===== src/rtl/iob_cache_ctrl_sampler.sv =====
// iob_cache_ctrl_sampler
//
// Periodic statistics sampler for the cache control/counter block. Every
// programmed period it reads the read-hit, read-miss, write-hit and write-miss
// counters through the control block's request port, one request at a time.
// It then publishes all four values together as a coherent snapshot. The
// snapshot is offered to a host with a valid/ready handshake. Three sticky
// flags are kept: a miss alarm, an overrun flag and a reply-timeout error.
//
// Optional feature macro: IOB_CACHE_SAMPLER_AUTO_CLEAR_EN
//   Defined   : after each snapshot the block issues one RST_CNTRS request,
//               so every snapshot covers exactly one period.
//   Undefined : the counters are never reset by this block and accumulate.
//
// Ports
//   clk_i, reset_n_i        clock, synchronous active-low reset
//   enable_i                sampling enable, looked at on period expiry
//   period_i                cycles between sample starts (0 behaves as 1)
//   miss_thresh_i           alarm threshold on rd_miss + wr_miss
//   ctrl_valid_o/addr_o     request strobe and address to the control block
//   ctrl_rdata_i/ready_i    reply data and reply strobe from the control block
//   snap_valid_o/ready_i    snapshot handshake with the host
//   snap_*_o                snapshot fields
//   miss_alarm_o            sticky, snapshot miss sum above threshold
//   overrun_o               sticky, period expired with snapshot still held
//   err_o                   sticky, control block reply timed out
//   clr_flags_i             clears the three sticky flags (a set event wins)

`ifndef IOB_CACHE_SWREG_ADDR_W
`define IOB_CACHE_SWREG_ADDR_W 5
`endif
`ifndef IOB_CACHE_READ_HIT_ADDR
`define IOB_CACHE_READ_HIT_ADDR 4
`endif
`ifndef IOB_CACHE_READ_MISS_ADDR
`define IOB_CACHE_READ_MISS_ADDR 8
`endif
`ifndef IOB_CACHE_WRITE_HIT_ADDR
`define IOB_CACHE_WRITE_HIT_ADDR 12
`endif
`ifndef IOB_CACHE_WRITE_MISS_ADDR
`define IOB_CACHE_WRITE_MISS_ADDR 16
`endif
`ifndef IOB_CACHE_RST_CNTRS_ADDR
`define IOB_CACHE_RST_CNTRS_ADDR 20
`endif

module iob_cache_ctrl_sampler #(
  parameter int unsigned DATA_W   = 32,
  parameter int unsigned PERIOD_W = 16,
  parameter int unsigned TMO_W    = 4
) (
  input  logic                                clk_i,
  input  logic                                reset_n_i,
  input  logic                                enable_i,
  input  logic [PERIOD_W-1:0]                 period_i,
  input  logic [DATA_W-1:0]                   miss_thresh_i,
  output logic                                ctrl_valid_o,
  output logic [`IOB_CACHE_SWREG_ADDR_W-1:0]  ctrl_addr_o,
  input  logic [DATA_W-1:0]                   ctrl_rdata_i,
  input  logic                                ctrl_ready_i,
  output logic                                snap_valid_o,
  input  logic                                snap_ready_i,
  output logic [DATA_W-1:0]                   snap_rd_hit_o,
  output logic [DATA_W-1:0]                   snap_rd_miss_o,
  output logic [DATA_W-1:0]                   snap_wr_hit_o,
  output logic [DATA_W-1:0]                   snap_wr_miss_o,
  output logic                                miss_alarm_o,
  output logic                                overrun_o,
  output logic                                err_o,
  input  logic                                clr_flags_i
);

  localparam int unsigned ADDR_W = `IOB_CACHE_SWREG_ADDR_W;

  // Last timeout count value before giving up: 2^TMO_W-1 waiting cycles total.
  localparam int unsigned TMO_LAST_INT = (1 << TMO_W) - 2;
  localparam logic [TMO_W-1:0] TMO_LAST = TMO_W'(TMO_LAST_INT);

`ifdef IOB_CACHE_SAMPLER_AUTO_CLEAR_EN
  typedef enum logic [2:0] {
    S_IDLE    = 3'd0,
    S_ISSUE   = 3'd1,
    S_WAIT    = 3'd2,
    S_DONE    = 3'd3,
    S_CLEAR   = 3'd4,
    S_CLRWAIT = 3'd5
  } state_t;
`else
  typedef enum logic [2:0] {
    S_IDLE    = 3'd0,
    S_ISSUE   = 3'd1,
    S_WAIT    = 3'd2,
    S_DONE    = 3'd3
  } state_t;
`endif

  state_t              state;
  logic [PERIOD_W-1:0] per_cnt;
  logic [1:0]          idx;
  logic [TMO_W-1:0]    tmo_cnt;
  logic [DATA_W-1:0]   shadow [4];

  logic [PERIOD_W-1:0] period_last;
  logic                period_expired;
  logic [DATA_W:0]     miss_sum;
  logic                alarm_hit;

  // Counter address for each read index.
  function automatic logic [ADDR_W-1:0] idx_addr(input logic [1:0] i);
    logic [ADDR_W-1:0] a;
    case (i)
      2'd0:    a = ADDR_W'(`IOB_CACHE_READ_HIT_ADDR);
      2'd1:    a = ADDR_W'(`IOB_CACHE_READ_MISS_ADDR);
      2'd2:    a = ADDR_W'(`IOB_CACHE_WRITE_HIT_ADDR);
      default: a = ADDR_W'(`IOB_CACHE_WRITE_MISS_ADDR);
    endcase
    return a;
  endfunction

  // Period 0 behaves as 1; >= keeps the counter bounded if period_i shrinks.
  always_comb begin
    period_last    = (period_i == '0) ? '0 : period_i - PERIOD_W'(1);
    period_expired = (per_cnt >= period_last);
  end

  // Miss sum with carry kept, so a wrapped sum still counts as exceeding.
  always_comb begin
    miss_sum  = {1'b0, shadow[1]} + {1'b0, shadow[3]};
    alarm_hit = (miss_sum > {1'b0, miss_thresh_i});
  end

  // Sampler FSM, period counter, shadow/snapshot registers and sticky flags.
  always_ff @(posedge clk_i) begin
    if (!reset_n_i) begin
      state          <= S_IDLE;
      per_cnt        <= '0;
      idx            <= '0;
      tmo_cnt        <= '0;
      for (int i = 0; i < 4; i++) shadow[i] <= '0;
      ctrl_valid_o   <= 1'b0;
      ctrl_addr_o    <= '0;
      snap_valid_o   <= 1'b0;
      snap_rd_hit_o  <= '0;
      snap_rd_miss_o <= '0;
      snap_wr_hit_o  <= '0;
      snap_wr_miss_o <= '0;
      miss_alarm_o   <= 1'b0;
      overrun_o      <= 1'b0;
      err_o          <= 1'b0;
    end else begin
      // Clear first; any set below is a later assignment and therefore wins.
      if (clr_flags_i) begin
        miss_alarm_o <= 1'b0;
        overrun_o    <= 1'b0;
        err_o        <= 1'b0;
      end

      if (snap_valid_o && snap_ready_i) begin
        snap_valid_o <= 1'b0;
      end

      // Request strobe is a single-cycle pulse.
      ctrl_valid_o <= 1'b0;

      unique case (state)
        S_IDLE: begin
          if (period_expired) begin
            per_cnt <= '0;
            if (enable_i) begin
              if (snap_valid_o) begin
                overrun_o <= 1'b1;
              end else begin
                state        <= S_ISSUE;
                idx          <= 2'd0;
                ctrl_valid_o <= 1'b1;
                ctrl_addr_o  <= idx_addr(2'd0);
              end
            end
          end else begin
            per_cnt <= per_cnt + PERIOD_W'(1);
          end
        end

        S_ISSUE: begin
          state   <= S_WAIT;
          tmo_cnt <= '0;
        end

        S_WAIT: begin
          if (ctrl_ready_i) begin
            shadow[idx] <= ctrl_rdata_i;
            if (idx != 2'd3) begin
              idx          <= idx + 2'd1;
              state        <= S_ISSUE;
              ctrl_valid_o <= 1'b1;
              ctrl_addr_o  <= idx_addr(idx + 2'd1);
            end else begin
              state <= S_DONE;
            end
          end else if (tmo_cnt == TMO_LAST) begin
            // Abandon the sequence; partial shadow data is never published.
            err_o <= 1'b1;
            for (int i = 0; i < 4; i++) shadow[i] <= '0;
            state <= S_IDLE;
          end else begin
            tmo_cnt <= tmo_cnt + TMO_W'(1);
          end
        end

        S_DONE: begin
          snap_rd_hit_o  <= shadow[0];
          snap_rd_miss_o <= shadow[1];
          snap_wr_hit_o  <= shadow[2];
          snap_wr_miss_o <= shadow[3];
          snap_valid_o   <= 1'b1;
          if (alarm_hit) begin
            miss_alarm_o <= 1'b1;
          end
`ifdef IOB_CACHE_SAMPLER_AUTO_CLEAR_EN
          state        <= S_CLEAR;
          ctrl_valid_o <= 1'b1;
          ctrl_addr_o  <= ADDR_W'(`IOB_CACHE_RST_CNTRS_ADDR);
`else
          state <= S_IDLE;
`endif
        end

`ifdef IOB_CACHE_SAMPLER_AUTO_CLEAR_EN
        S_CLEAR: begin
          state   <= S_CLRWAIT;
          tmo_cnt <= '0;
        end

        S_CLRWAIT: begin
          if (ctrl_ready_i) begin
            state <= S_IDLE;
          end else if (tmo_cnt == TMO_LAST) begin
            err_o <= 1'b1;
            state <= S_IDLE;
          end else begin
            tmo_cnt <= tmo_cnt + TMO_W'(1);
          end
        end
`endif

        default: begin
          state <= S_IDLE;
        end
      endcase
    end
  end

endmodule

===== config.mk =====
export PLATFORM = sky130hd
export DESIGN_NAME = iob_cache_ctrl_sampler
export DESIGN_NICKNAME = d
export VERILOG_FILES = /design/src/rtl/iob_cache_ctrl_sampler.sv
export SDC_FILE = /design/constraint.sdc
export NUM_CORES = 1
export LEC_CHECK = 0
export ABC_AREA = 1
export CORE_MARGIN = 2
export CORE_UTILIZATION = 40
export CTS_CLUSTER_SIZE = 20
export DETAILED_ROUTE_END_ITERATION = 6
export GPL_ROUTABILITY_DRIVEN = 0
export PLACE_DENSITY_LB_ADDON = 0.15
export SYNTH_ARGS = -nofsm -noshare
export SYNTH_HDL_FRONTEND = slang
export SYNTH_SLANG_ARGS = --single-unit

===== constraint.sdc =====
create_clock -name clk_i -period 5.4 [get_ports clk_i]
set_input_delay 1.35 -clock clk_i [delete_from_list [all_inputs] [get_ports clk_i]]
set_output_delay 1.35 -clock clk_i [all_outputs]
set_load 0.01 [all_outputs]

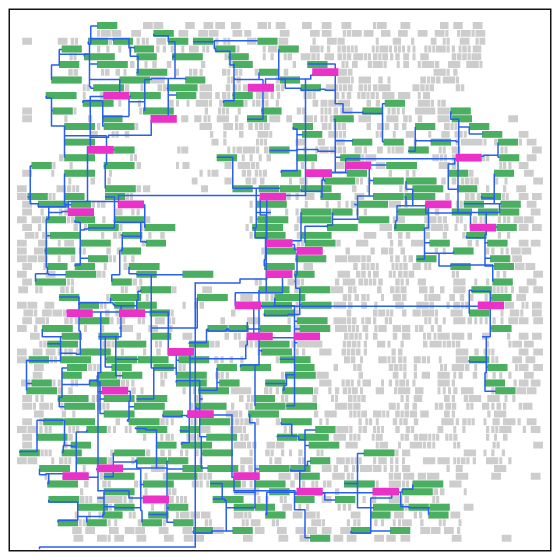
Figure 1: clock network drawn from the DEF.
Key: blue = clock wires [length 3500 um]; magenta = cells driving clock nets [count 31]; green = flip-flops [count 288]
Position of the flops: spread over the die.
Late-Pin Clk Latency: 0.55 ns
skew final: 0.0170 ns
Clk power: 2.07 mW
clock network power share: 43.0%

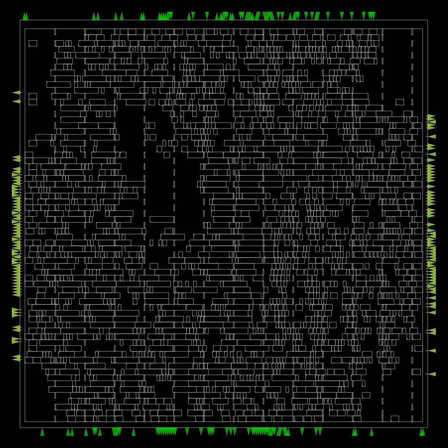
Figure 2: cell outlines without signal wires.
sequential share of cell area: 40.6%
non-filler instance count after layout: 2297

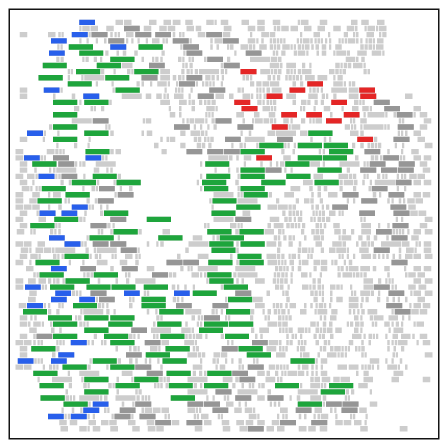
Figure 3: where the registers sit.
Other sequential cells in the stronger grey, the rest of the logic in the fainter grey.
Key: blue = snap_rd_hit_o [sequential cells 32, where a column on the left]; red = per_cnt [sequential cells 16]; green = shadow [sequential cells 128]
Another 112 sequential cells are not coloured.
Seq power: 2.33 mW
Util after Layout: 51.6%
Register Area: 7050 um2

==> impl_metrics.csv <==
group,metric,value,unit
global_routing,use_met3,3.15,%
synth,top_cell_area_share,28.1,%
route,num_vias,11500,
layout,logic_gate_count,1122,
layout,final-clk-cell-share,5.85,%
route,wl_per_cell,16.6,um
cts,clkSinkCount,288,
cts,hold_buffers,0,
power_and_ir_drop,p_leak,7.20,nW
setup_path,critPathKind,"in2reg",
layout,nNonClkInverters,149,
synth,flop_cell,"dfxtp_1",
cts,cts.path.max_buffers,3,
synth,ys_area,13700,um2
run,drv_cap,0,
setup_path,rr_endpoint,"miss_alarm_o$_SDFF_PN0_",
power_and_ir_drop,maxPowerGroup,"registers",
cts,post_cts_resized,0,
floorplan,chip_area,35700,um2
setup_path,start_kind,"primary input",
power_and_ir_drop,p_sw_share,23.5,%
final_timing,tns,0,ns
floorplan,die_x,189,um
layout,final_nets,2001,
status,status,"complete, no violations",
synth,edf_count,128,
synth,yosys.area.top_type,"edfxtp_1",
synth,ys_seq_share,51.4,%
final_timing,setup_viol,0,
setup_path,r2r_cells,23,
final_timing,final.min_clock_period,4.41,ns
power_and_ir_drop,comb_power,416,uW
synth,netlist_instances,1617,
cts,cts_inserted_buffers,31,
setup_path,cp-end-kind,"register",
final_timing,slew_headroom,46.6,%
layout,antenna_cells,0,
final_timing,clock.fmax,227,MHz
min_path,holdPathEnd,"miss_alarm_o$_SDFF_PN0_",
final_timing,hold_viol,0,
synth,post_synth.cell_area_avg,8.47,um2
layout,nFillCells,3184,
-- per-layer routing --
| metal | wire length (um) | up-vias |
|---|---|---|
| met5 | 0 | - |
| met4 | 481 | 0 |
| met3 | 2630 | 36 |
| met2 | 16200 | 381 |
| met1 | 18800 | 5314 |
| li1 | - | 5727 |
-- per-stage QoR --
stage	instance area, um2	hold WS (ns)	total power [mW]	instances
finish	17300	0.461	4.81	2297
detailed placement	16300	0.452	2.79	2240
global route	17300	0.505	5.00	2297
floorplan	13700	0.454	2.61	1618
global placement	16300	0.457	2.78	2240
CTS	17300	0.462	4.85	2297
-- synth_stat cells (all sizes together), types with 6 or more instances --
cell / n
nor2: 472
nand2: 163
o21ai: 162
dfxtp: 160
inv: 148
edfxtp: 128
ha: 89
a21oi: 81
clkbuf: 47
nand3: 35
xor2: 25
nor3: 24
xnor2: 15
buf: 12
nand4: 8
nor4: 6
o21bai: 6
-- placed cells by master (no fill, tap or decap), types with 4 or more instances in the layout --
cell type          n
ha_1              89
buf_4             13
edfxtp_1         128
clkbuf_16         34
o21ai_1            8
nor4_1             6
xnor2_1           15
a21oi_1           80
nor3_1            19
a21o_1             5
clkbuf_1           6
dfxtp_1          160
clkdlybuf4s50_1  220
nor3_2             5
a31oi_1            4
nand2_1          161
nand4_1            7
clkinv_2           6
clkbuf_8           5
inv_2              4
xor2_1            25
o21ai_0          154
nand3_1           34
nor2_1           466
o21bai_1           5
inv_1            143
-- worst max-delay path, stage by stage --
cell,delay [ns]
clkdlybuf4s50_1,0.46
inv_1,0.14
ha_1,0.20
nand2_1,0.10
nor2_1,0.15
nand2_1,0.14
inv_1,0.08
nand4_1,0.40
o21ai_0,0.26
ha_1,0.27
a21oi_1,0.16
o21a_1,0.14
o21bai_1,0.06
nand2_1,0.06
nand3_1,0.15
nand2_1,0.12
nand2_1,0.28
a211oi_1,0.31
-- sequential cells by signal, summed over array words and instances (netlist names) --
name            cells
miss_alarm_o        1
snap_rd_miss_o     32
snap_valid_o        1
snap_rd_hit_o      32
shadow            128
err_o               1
overrun_o           1
state               2
ctrl_addr_o         3
snap_wr_miss_o     32
snap_wr_hit_o      32
tmo_cnt             4
idx                 2
ctrl_valid_o        1
per_cnt            16
-- cells by family after synthesis --
| family | count (synthesis) | share of synthesized area [%] |
|---|---|---|
| xor+xnor | 40 | 2.56 |
| compound gates | 270 | 10.4 |
| simple gates | 720 | 21.4 |
| buf+inv | 208 | 5.85 |
| flops | 288 | 51.4 |
| fa+ha+maj | 90 | 8.27 |
| other cells | 1 | 0.0274 |
-- how the worst max path moves through the flow --
stage | from | to | slack, ns | cells after the start
6_report | period_i[0] | per_cnt[9]$_SDFFE_PN0P_ | 0.99 | 18
5_1_grt | period_i[0] | per_cnt[12]$_SDFFE_PN0P_ | 0.46 | 17
4_1_cts | period_i[0] | per_cnt[12]$_SDFFE_PN0P_ | 1.0 | 18
3_5_place_dp | period_i[0] | per_cnt[12]$_SDFFE_PN0P_ | 0.42 | 18
3_3_place_gp | period_i[0] | per_cnt[9]$_SDFFE_PN0P_ | 0.64 | 18
2_1_floorplan | period_i[1] | ctrl_addr_o[2]$_SDFFE_PN0P_ | 1.51 | 26
Power figures rest on the tool's default switching activity, not on a simulated workload.
